## src/rtl/matrix_maxpool.sv

```systemverilog
// matrix_maxpool
//   Reads a signed 32-bit matrix from shared RAM, applies 2x2 stride-2 max
//   pooling with optional ReLU clamp, and writes the pooled matrix back.
//   Job parameters come from a 4-word descriptor at DESC_BASE:
//   W_in, H_in, SRC base, DST base.
//
// Ports
//   clk            single clock
//   reset          synchronous, active-high
//   enable         starts a job from IDLE; must drop before the next job
//   mem_opdone     completion strobe for the outstanding request
//   data_i         read data, valid with mem_opdone during a read
//   data_o         write data
//   addr_o         word address
//   mem_operation  01 read, 11 write, 00 none
//   done           job complete, held until enable drops
//
// state      | meaning
// -----------+-------------------------------------------------------
// IDLE       | waiting for enable
// START      | clear indices, max register and descriptor registers
// FETCH_DESC | read the 4 descriptor words
// CHECK      | skip to DONE when the pooled matrix is empty
// RD0..RD3   | read the four inputs of one 2x2 window, tracking the max
// POOL       | optional ReLU clamp of the window max
// WRITE      | store the pooled value
// NEXT       | advance column/row, or finish
// DONE       | done=1 until enable is released
module matrix_maxpool #(
  parameter logic [31:0] DESC_BASE = 32'h0000_0000,
  parameter bit          RELU      = 1'b1
) (
  input  logic        clk,
  input  logic        reset,
  input  logic        enable,
  input  logic        mem_opdone,
  input  logic [31:0] data_i,
  output logic [31:0] data_o,
  output logic [31:0] addr_o,
  output logic [1:0]  mem_operation,
  output logic        done
);

  localparam logic [1:0] OP_NONE = 2'b00;
  localparam logic [1:0] OP_RD   = 2'b01;
  localparam logic [1:0] OP_WR   = 2'b11;

  typedef enum logic [3:0] {
    S_IDLE, S_START, S_FETCH_DESC, S_CHECK,
    S_RD0, S_RD1, S_RD2, S_RD3,
    S_POOL, S_WRITE, S_NEXT, S_DONE
  } state_t;

  state_t      state, state_n;
  logic [31:0] w_in, w_in_n, h_in, h_in_n, src, src_n, dst, dst_n;
  logic [31:0] i, i_n, j, j_n, max_r, max_n;
  logic [1:0]  k, k_n;
  logic [31:0] addr_n, data_n;
  logic [1:0]  op_n;

  logic [31:0] w_out, h_out, row0, row1, col;
  logic        busy;

  assign w_out = w_in >> 1;
  assign h_out = h_in >> 1;
  assign row0  = src + ((i << 1) * w_in);
  assign row1  = row0 + w_in;
  assign col   = j << 1;
  assign busy  = (mem_operation != OP_NONE);
  assign done  = (state == S_DONE);

  always_ff @(posedge clk) begin
    if (reset) begin
      state         <= S_IDLE;
      w_in          <= '0;
      h_in          <= '0;
      src           <= '0;
      dst           <= '0;
      i             <= '0;
      j             <= '0;
      max_r         <= '0;
      k             <= '0;
      addr_o        <= '0;
      data_o        <= '0;
      mem_operation <= OP_NONE;
    end else begin
      state         <= state_n;
      w_in          <= w_in_n;
      h_in          <= h_in_n;
      src           <= src_n;
      dst           <= dst_n;
      i             <= i_n;
      j             <= j_n;
      max_r         <= max_n;
      k             <= k_n;
      addr_o        <= addr_n;
      data_o        <= data_n;
      mem_operation <= op_n;
    end
  end

  // Every bus state follows the same pattern: with the bus idle, register a
  // request; with a request outstanding, wait for mem_opdone, then drop back
  // to OP_NONE. The first cycle of each state is therefore always idle,
  // which gives the mandatory gap between consecutive requests.
  always_comb begin
    state_n = state;
    w_in_n  = w_in;
    h_in_n  = h_in;
    src_n   = src;
    dst_n   = dst;
    i_n     = i;
    j_n     = j;
    max_n   = max_r;
    k_n     = k;
    addr_n  = addr_o;
    data_n  = data_o;
    op_n    = mem_operation;

    case (state)
      S_IDLE: if (enable) state_n = S_START;

      S_START: begin
        w_in_n  = '0;
        h_in_n  = '0;
        src_n   = '0;
        dst_n   = '0;
        i_n     = '0;
        j_n     = '0;
        max_n   = '0;
        k_n     = '0;
        state_n = S_FETCH_DESC;
      end

      S_FETCH_DESC: begin
        if (!busy) begin
          addr_n = DESC_BASE + {30'd0, k};
          op_n   = OP_RD;
        end else if (mem_opdone) begin
          op_n = OP_NONE;
          case (k)
            2'd0:    w_in_n = data_i;
            2'd1:    h_in_n = data_i;
            2'd2:    src_n  = data_i;
            default: dst_n  = data_i;
          endcase
          k_n = k + 2'd1;
          if (k == 2'd3) state_n = S_CHECK;
        end
      end

      S_CHECK: begin
        if (w_out == '0 || h_out == '0) begin
          state_n = S_DONE;
        end else begin
          i_n     = '0;
          j_n     = '0;
          state_n = S_RD0;
        end
      end

      S_RD0, S_RD1, S_RD2, S_RD3: begin
        if (!busy) begin
          case (state)
            S_RD0:   addr_n = row0 + col;
            S_RD1:   addr_n = row0 + col + 32'd1;
            S_RD2:   addr_n = row1 + col;
            default: addr_n = row1 + col + 32'd1;
          endcase
          op_n = OP_RD;
        end else if (mem_opdone) begin
          op_n = OP_NONE;
          if (state == S_RD0 || $signed(data_i) > $signed(max_r)) max_n = data_i;
          case (state)
            S_RD0:   state_n = S_RD1;
            S_RD1:   state_n = S_RD2;
            S_RD2:   state_n = S_RD3;
            default: state_n = S_POOL;
          endcase
        end
      end

      S_POOL: begin
        if (RELU && max_r[31]) max_n = '0;
        state_n = S_WRITE;
      end

      S_WRITE: begin
        if (!busy) begin
          addr_n = dst + (i * w_out) + j;
          data_n = max_r;
          op_n   = OP_WR;
        end else if (mem_opdone) begin
          op_n    = OP_NONE;
          state_n = S_NEXT;
        end
      end

      S_NEXT: begin
        if (j + 32'd1 == w_out) begin
          j_n = '0;
          i_n = i + 32'd1;
          if (i + 32'd1 == h_out) state_n = S_DONE;
          else                    state_n = S_RD0;
        end else begin
          j_n     = j + 32'd1;
          state_n = S_RD0;
        end
      end

      S_DONE: if (!enable) state_n = S_IDLE;

      default: state_n = S_IDLE;
    endcase
  end

endmodule

```

## config.mk

```make
export PLATFORM = sky130hd
export DESIGN_NAME = matrix_maxpool
export DESIGN_NICKNAME = d
export VERILOG_FILES = /design/src/rtl/matrix_maxpool.sv
export SDC_FILE = /design/constraint.sdc
export NUM_CORES = 2
export LEC_CHECK = 0
export CORE_MARGIN = 5
export CORE_UTILIZATION = 38
export CTS_CLUSTER_SIZE = 12
export DETAILED_ROUTE_END_ITERATION = 8
export PLACE_DENSITY_LB_ADDON = 0.12
export RECOVER_POWER = 50
export SLEW_MARGIN = 40
export SYNTH_ARGS = -nofsm -noshare
export SYNTH_HDL_FRONTEND = slang
export SYNTH_SLANG_ARGS = --single-unit
```

## constraint.sdc

```tcl
create_clock -name clk -period 33.8 [get_ports clk]
set_input_delay 5.07 -clock clk [delete_from_list [all_inputs] [get_ports clk]]
set_output_delay 5.07 -clock clk [all_outputs]
set_load 0.005 [all_outputs]
```

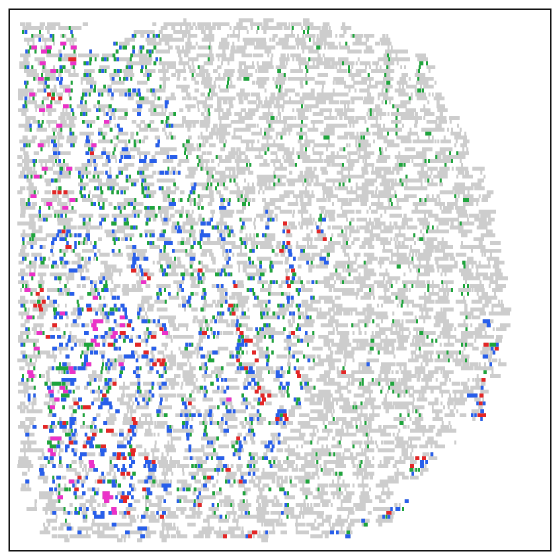
gate_families.png
blue -> inverting AOI/OAI gates  # cells 765
magenta -> multiplexers  # cells 70, where a vertical strip on the left
red -> AND-OR and OR-AND gates  # cells 124
green -> NAND gates  # cells 928, where widely spread
fraction of standard cell area in multi-input logic: 71.9%
post-route insts no fill: 7744
highest-count logic cell in the final layout: sky130_fd_sc_hd__inv_1

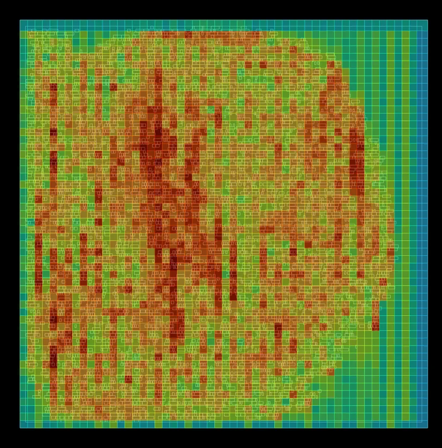
final_congestion.png
overall routing resource usage: 27.1%
utilization of the core after routing: 41.4%
most congested layer reported by global routing: met2

==> COMMIT_EDITMSG <==
Log flow metrics for this revision

* Final max-slew violation count: 288
- By count the netlist is led by 1127 x sky130_fd_sc_hd__inv_1, 835 x sky130_fd_sc_hd__fa_1, 663 x sky130_fd_sc_hd__nand2_1, 386 x sky130_fd_sc_hd__ha_1, 350 x sky130_fd_sc_hd__a21oi_1.
* Maximum number of pins on one net before global-route repair: between 90 and 100
- Dividing the detail-routed via count by the number of cells gives roughly 5.4.
- Post-Route Skew: 32.9 ps
* Switching share of power: between 40% and 50%
* Final tally of setup violations: 0
- Sequential Power Share: 28.7%
- RSZ-0062 raised after global routing: no
- In this run, post-CTS hold repair placed 0 buffers.
- Proportion of power drawn by combinational gates: roughly 40%
- STA classifies the critical path startpoint as a flip-flop.
- Part of the Yosys area used for sequential elements: a little under an eighth
* Avg WL per Cell: around 25 um
* Kind of end point of the critical path: flip-flop
- Per the post-synthesis stats, the area per cell is ~8.5 um^2.
- XOR/XNOR Fraction of Synth Area: between 6 and 7%
- The worst hold path belongs to the class reg -> reg.
- Data on the critical path is required at its endpoint by about 34000 ps.
- The checks that failed: capacitance limit, slew limit.
- Maximum Capacitance Violations: 5
- For the worst min-delay path, the startpoint reported by OpenROAD is max_r[7].
- STA lists the startpoint of the worst register-to-register path as i[5].
- Met1 layer usage reported by global route: between 30% and 40%
- CTS Root Buffer Type: sky130_fd_sc_hd__clkbuf_16
* Main area contributors after synthesis: sky130_fd_sc_hd__fa_1 33%, sky130_fd_sc_hd__dfxtp_1 12%, sky130_fd_sc_hd__ha_1 9.5%, sky130_fd_sc_hd__inv_1 8.3%, sky130_fd_sc_hd__nand2_1 4.9%
- Fraction of standard cell area that is sequential: roughly 11%
* Uppermost layer routed: met5
- In this run, post-CTS repair resized a total of 0 instances.
- Endpoints failing hold in the final report were tallied at 0.
- For reference, simple AND, OR, NAND and NOR cells occupy 16.6% of the area reported after synthesis.
- The most numerous cell type found on the critical path is sky130_fd_sc_hd__fa_1.
* Number of antenna violations at the first check in global routing: 9
- The cell area that synthesis handed to floorplanning was slightly above 50000 um^2.
* Proportion of layout cells with a drive suffix above 1: under 10%
* Warnings, synthesis: 0
- Met1 wire length: roughly 87 mm
* Period minus WS final: roughly 13000 ps
- The die covers between 100000 and 150000 um^2.
- Leakage power of the design: roughly 0.027 uW
* H-Tree Depth: 2
* Crit Reg-Reg Endpoint: addr_o[31]
* Power density cells: approximately 26 nW/um^2
- Worst path max stage delay: ~750 ps
- CLK BUF: roughly 47
- In the synthesized netlist, mux cells make up 1.46% of the area.
- In this run the core area contains between 100 and 150 standard-cell rows.
* Starting DRC count in detailed routing: roughly 3.5k
- The run finished, with violations left.
- Global routing met3 resource utilization: 4.15%
- Taps Inserted: between 1.5k and 2k
- TritonCTS built the clock tree.
- GR Layer Usage met2: a little over two fifths
* Max IR drop VDD: approximately 0.000047 V
* Std-Cell Core Area: approximately 130000 um^2
- approximately 4.3k cells are multi-input combinational gates.
* Chip Height: 376 um
* Library cell occupying the most area in the post-synthesis netlist: sky130_fd_sc_hd__fa_1
- The via count of the first global-routing pass came to 43.2k.
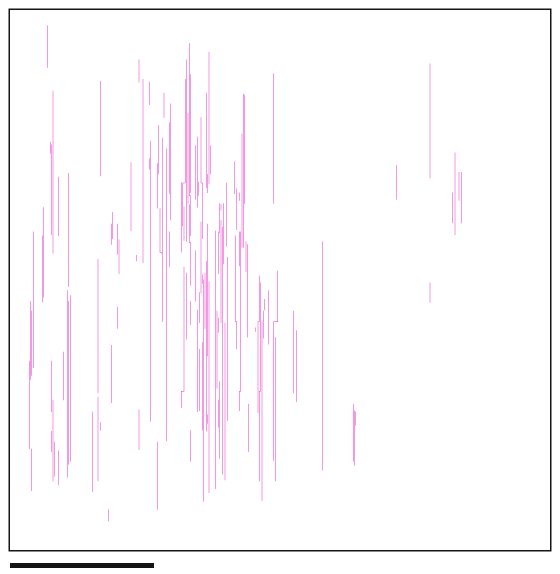
met4.png
Bar = 100 um.
longest straight run = 203 um
share of all routed wire = 4.0%
main direction = vertical
nets with wire on the layer = 97
wire length on this layer = 7760 um
wirelength, routed: 192 mm
via count: 41.7k

No activity file was given, so power comes from the tool's default toggle rates.
